==> images/cell_classes.png <==
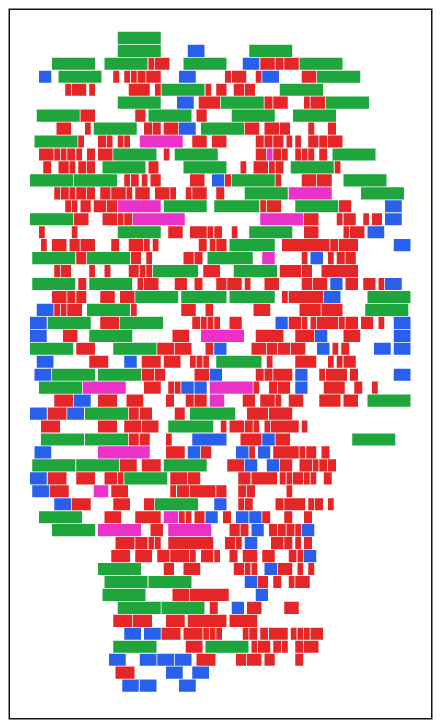
==> images/drive_strength.png <==
Bar = 20 um.
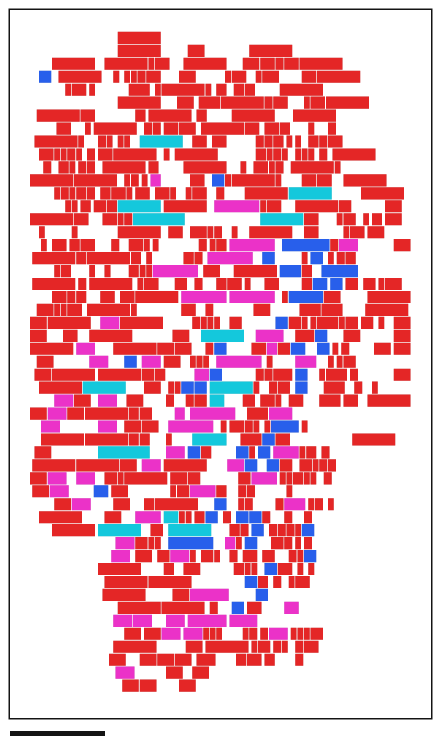
==> images/final_clocks.png <==
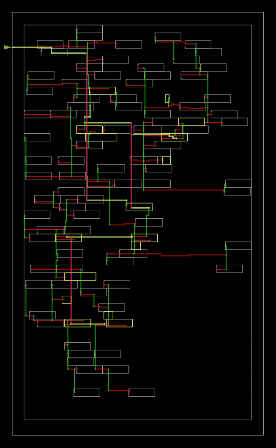
$ cat src/rtl/seg_display_scan.sv
// ---------------------------------------------------------------------------
// seg_display_scan
//
// Drives a six-digit, time-multiplexed, common-anode 7-segment display laid
// out as HH.MM.SS from binary hour/minute/second values. One digit is shown
// per scan slot. The field currently being adjusted blinks at a fixed rate.
//
// Ports:
//   clk        input   1  clock
//   rst_n      input   1  asynchronous, active-low reset
//   in_hour    input   8  binary hour (0..23 nominal)
//   in_minute  input   8  binary minute (0..59 nominal)
//   in_second  input   8  binary second (0..59 nominal)
//   blink      input   2  field being set: 0 none, 1 hour, 2 minute, 3 second
//   seg        output  8  segment drive, active-high, {dp,g,f,e,d,c,b,a}
//   an         output  6  digit enable, active-low; an[i] enables digit i
//
// Digit map: 0 hour tens, 1 hour units, 2 minute tens, 3 minute units,
//            4 second tens, 5 second units.
// ---------------------------------------------------------------------------
module seg_display_scan #(
  parameter int SCAN_DIV  = 50000,
  parameter int BLINK_DIV = 12500000
) (
  input  logic       clk,
  input  logic       rst_n,
  input  logic [7:0] in_hour,
  input  logic [7:0] in_minute,
  input  logic [7:0] in_second,
  input  logic [1:0] blink,
  output logic [7:0] seg,
  output logic [5:0] an
);

  localparam int SW = (SCAN_DIV  > 1) ? $clog2(SCAN_DIV)  : 1;
  localparam int BW = (BLINK_DIV > 1) ? $clog2(BLINK_DIV) : 1;
  localparam logic [SW-1:0] SCAN_LAST  = SW'(SCAN_DIV - 1);
  localparam logic [BW-1:0] BLINK_LAST = BW'(BLINK_DIV - 1);

  logic [SW-1:0] scan_cnt_q;
  logic [BW-1:0] blink_cnt_q;
  logic          blink_phase_q;
  logic [1:0]    blink_q;
  logic [2:0]    digit_q;
  logic [7:0]    hour_q, minute_q, second_q;
  logic [7:0]    seg_q;
  logic [5:0]    an_q;

  logic          scan_tick;
  logic [2:0]    digit_d;
  logic [7:0]    field_val;
  logic [3:0]    dec_digit;
  logic [1:0]    field_sel;
  logic          blank;
  logic [7:0]    seg_d;
  logic [5:0]    an_d;

  // Segment pattern for a decimal digit, dp clear.
  function automatic logic [6:0] seg_code(input logic [3:0] d);
    case (d)
      4'd0:    seg_code = 7'h3F;
      4'd1:    seg_code = 7'h06;
      4'd2:    seg_code = 7'h5B;
      4'd3:    seg_code = 7'h4F;
      4'd4:    seg_code = 7'h66;
      4'd5:    seg_code = 7'h6D;
      4'd6:    seg_code = 7'h7D;
      4'd7:    seg_code = 7'h07;
      4'd8:    seg_code = 7'h7F;
      4'd9:    seg_code = 7'h6F;
      default: seg_code = 7'h40;
    endcase
  endfunction

  assign scan_tick = (scan_cnt_q == SCAN_LAST);
  assign digit_d   = (digit_q == 3'd5) ? 3'd0 : digit_q + 3'd1;
  // Digits pair up into fields: {0,1} hour, {2,3} minute, {4,5} second.
  assign field_sel = digit_d[2:1];

  // Digit 0 reads the live inputs on the same edge that snapshots them, so
  // every digit of a frame comes from one consistent time value.
  always_comb begin
    field_val = hour_q;
    case (digit_d)
      3'd0:       field_val = in_hour;
      3'd1:       field_val = hour_q;
      3'd2, 3'd3: field_val = minute_q;
      default:    field_val = second_q;
    endcase
  end

  // Even digits show tens, odd digits show units.
  assign dec_digit = digit_d[0] ? 4'(field_val % 8'd10) : 4'(field_val / 8'd10);

  // Blanking is suppressed on the cycle the selection changes, so a newly
  // selected field always starts in its visible half-period.
  assign blank = (blink_q != 2'd0) && (blink == blink_q) && blink_phase_q &&
                 (blink_q == field_sel + 2'd1);

  always_comb begin
    seg_d = 8'h00;
    if (!blank) begin
      if (field_val > 8'd99) seg_d = 8'h40;
      else                   seg_d = {1'b0, seg_code(dec_digit)};
      // Separator dots after the hour and minute units digits.
      if (digit_d == 3'd1 || digit_d == 3'd3) seg_d[7] = 1'b1;
    end
  end

  assign an_d = ~(6'b000001 << digit_d);

  always_ff @(posedge clk or negedge rst_n) begin
    if (!rst_n) begin
      scan_cnt_q    <= '0;
      blink_cnt_q   <= '0;
      blink_phase_q <= 1'b0;
      blink_q       <= 2'd0;
      digit_q       <= 3'd5;
      hour_q        <= 8'd0;
      minute_q      <= 8'd0;
      second_q      <= 8'd0;
      seg_q         <= 8'h00;
      an_q          <= 6'b111111;
    end else begin
      blink_q <= blink;

      if (scan_tick) scan_cnt_q <= '0;
      else           scan_cnt_q <= scan_cnt_q + 1'b1;

      // Restart the blink timer whenever the selected field changes.
      if (blink != blink_q) begin
        blink_cnt_q   <= '0;
        blink_phase_q <= 1'b0;
      end else if (blink_cnt_q == BLINK_LAST) begin
        blink_cnt_q   <= '0;
        blink_phase_q <= ~blink_phase_q;
      end else begin
        blink_cnt_q   <= blink_cnt_q + 1'b1;
      end

      if (scan_tick) begin
        digit_q <= digit_d;
        seg_q   <= seg_d;
        an_q    <= an_d;
        if (digit_d == 3'd0) begin
          hour_q   <= in_hour;
          minute_q <= in_minute;
          second_q <= in_second;
        end
      end
    end
  end

  assign seg = seg_q;
  assign an  = an_q;

endmodule

$ cat config.mk
export PLATFORM = sky130hd
export DESIGN_NAME = seg_display_scan
export DESIGN_NICKNAME = d
export VERILOG_FILES = /design/src/rtl/seg_display_scan.sv
export SDC_FILE = /design/constraint.sdc
export NUM_CORES = 1
export LEC_CHECK = 0
export CORE_ASPECT_RATIO = 1.75
export CORE_MARGIN = 4
export CORE_UTILIZATION = 45
export CTS_CLUSTER_SIZE = 30
export DETAILED_ROUTE_END_ITERATION = 6
export PLACE_DENSITY = 0.67
export SLEW_MARGIN = 0
export SYNTH_ARGS = -nofsm -noshare
export SYNTH_HDL_FRONTEND = slang
export SYNTH_SLANG_ARGS = --single-unit
$ cat constraint.sdc
create_clock -name clk -period 5.13 [get_ports clk]
set_input_delay 0.7695 -clock clk [delete_from_list [all_inputs] [get_ports clk]]
set_output_delay 0.7695 -clock clk [all_outputs]
set_load 0.02 [all_outputs]
==> reports/qor.csv <==
metric,value,unit
fmax,207,MHz
floorplan.die_area,13100,um2
firstDrtPassIters,5,
grt_pass1_wl,20.3,mm
grt_overflow,0,
hold_ws,0.450,ns
cts_tree,yes,
hold_start,scan_cnt_q[0],
slowest_stage,clkdlybuf4s50_1,
setup_violations,0,
initCoreUtil,45.8,%
wl_met1,4.79,mm
first_global_vias,4319,
die_w,88.4,um
hold_path_end,scan_cnt_q[0],
r2r_start,digit_q[1],
syn_area,5090,um2
fill_cells,986,
powerSeq,0.684,mW
routedWlPerCell,16.7,um
vias_per_cell,5.77,
highest_layer,met4,
async_flop_share,100,%
ir_drop,0.255,mV
hold_viol_final,0,
final_common_cell,dfrtp_1,
p_int,1.21,mW
switching_power,0.420,mW
synth_chip_area,5090,um2
top_area_share,37.4,%
ys_seq_share,41.5,%
io_buffers,41,
p_comb_share,14.8,%
reg_top3,"blink_cnt_q (24), scan_cnt_q (16)",
rr_endpoint,seg[0],
routed-wl-met2,6.55,mm
end_kind,flip-flop,
synth-seq-cells,84,
die_h,149,um
clkPwrFrac,43.3,%
use_met1,22.4,%
crit_family,buffers and inverters,
maxPowerGroup,the clock network,
largest-register,blink_cnt_q,
place_congestion,0.890,
hpwl,9.14,mm
design_area,6170,um2
pin_count,42,
rows,51,
rsz0062_at_grt,false,
wl_met3,363,um
fin_worst_skew,0.00609,ns
cts_root_buf,clkbuf_16,
p_leak,2.52,nW
crit_path_frequent_cell,buf_4,
clk_pin_slew,0.07,ns
drive_above_1_share,18.3,%
placed_cell_area,5760,um2
syn-num-nets,574,
slew_headroom,31.0,%
use_met2,33.9,%
lay_top_cells,"dfrtp_1 (75), nor2_1 (71), nand2_1 (43), clkdlybuf4s50_1 (40), buf_4 (32)",
edf_count,0,
htree_levels,3,
fin_crit,4.84,ns
crit_path_end,seg[3],
status,"finished, final reports clean",
topCellsByArea,"dfrtp_1 (37%), mux2_2 (5.3%), nor2_1 (5.2%)",
yosysUniqueCellTypes,71,
core-area,11100,um2
maxCapViolCount,0,
use_met3,2.99,%
combGateArea,2840,um2
cp_cell_sequence,"clkdlybuf4s50_1, inv_1, mux4_2, buf_4, a32oi_1, o211ai_1, inv_1, ha_1, o221ai_1, nor2_1, buf_4, a22oi_2, o2111ai_2, nor3_4, buf_4, buf_4, o22ai_4, mux2i_1, and2_4, ha_1, inv_1, nand3_1, o211ai_1, nand3b_1",
regArea,2110,um2
ys_cells,536,
grtUsageTotal,19.4,%
worstSetupStartpointType,primary input,
n_antenna_cell,0,
critical_path_cell_count,24,
tool_warnings,31,
reg2reg_slack,0.31,ns
worst_slew_pin_slew,1.03,ns
whs_path_depth,1,
wl,12.2,mm
comb_cell_power,0.241,mW
crit_buf_inv,8,
powerDensity,265,nW/um2
cp_slowest_stage_delay,0.49,ns
ff2ff_path_depth,21,
clk_latency,0.34,ns
critPathRequiredTime,5.35,ns
syn_avg_cell_area,9.49,um2
maxSlewViolCount,0,
worstPathMaxFanout,7,
yosysWarnings,0,
drc,0,
sequentialPowerShare,41.9,%
postCtsHoldBufs,0,
synthFlopType,dfrtp_1,
area_growth,21.2,%
crit_arrival,5.06,ns
cts_max_path_buffers,2,
antenna_found_initial,0,
synth_cells,536,
finalNetCount,629,
postRouteAntennaNets,0,
hold_path_class,reg2reg,
yosysTopAreaCell,dfrtp_1,
crit_start,in_hour[3],
largest_reg_flops,24,
p_sw_share,25.7,%
drt_iter0_markers,183,
period_used_share,94.3,%
Notes on cell_classes.png above:
[clock drivers and dummy loads] magenta | cells: 16 | share of their area: 5.4%
[all other logic] red | cells: 423 | share of their area: 48%
[flops] green | cells: 84 | share of their area: 35%
[other buffers and delay cells] blue | cells: 73 | share of their area: 11%

Notes on drive_strength.png above:
[drive 3 to 4] blue | cells: 42 | share: 7.0%
[drive 6 and up] cyan | cells: 14 | share: 2.3%
[drive 2] magenta | cells: 53 | share: 8.9%
[drive 1 or less] red | cells: 487 | share: 82%

Notes on final_clocks.png above:
clk sinks: 84
Clk power: 0.707 mW
clock buffers: 10

==> stage by stage <==
stage	TNS [ns]	setup WS (ns)	power (mW)	cells	util, %
6_report	0	0.294	1.63	728	55.5
5_1_grt	0	0.00683	1.69	728	55.5
4_1_cts	0	0.00856	1.63	726	54.7
3_5_place_dp	-0.449	-0.126	0.923	710	51.8
3_3_place_gp	0	0.0823	0.919	710	51.8
2_1_floorplan	0	0.220	0.837	536	-
==> cell usage after synthesis (4+ instances only) <==
master	n
o21ai_0	14
buf_2	5
mux2_2	24
buf_1	4
and2_1	8
nor2_1	71
and3_1	13
ha_1	10
xnor2_1	23
nand3_1	30
nor3b_1	5
nand2_1	44
xor2_1	19
inv_1	18
nor3_1	16
a221oi_1	5
dfstp_2	8
nor2b_1	6
dfrtp_1	76
clkbuf_1	14
mux2i_1	19
o22ai_1	5
nand4_1	4
o211ai_1	10
a21oi_1	13
==> kinds of logic (layout without fill, tap and decap cells) <==
| logic type | after synthesis | after routing | synth area share, % |
|---|---|---|---|
| xor gates and xnor gates | 43 | 43 | 7.55 |
| buffers and inverters | 47 | 107 | 4.13 |
| AOI/OAI and AO/OA | 86 | 86 | 12.7 |
| adders and majority gates | 11 | 11 | 2.68 |
| DFF | 84 | 84 | 41.5 |
| muxes | 47 | 47 | 10.4 |
| and+or+nand+nor | 218 | 218 | 21.1 |
==> area by class of cell <==
class | instances | share of cell area, %
Clock buffer | 10 | 3.71
Multi-Input combinational cell | 405 | 46.0
Inverter | 18 | 1.10
Clock inverter | 6 | 1.52
Timing Repair Buffer | 73 | 10.7
Tap cell | 132 | 2.68
Sequential cell | 84 | 34.3
==> repair_timing <==
action | CTS | global route
gates resized | 0 | 14
setup endpoints to repair | 0 | 7
buffers inserted | 0 | 2
Power is estimated from default activity; no workload was simulated.
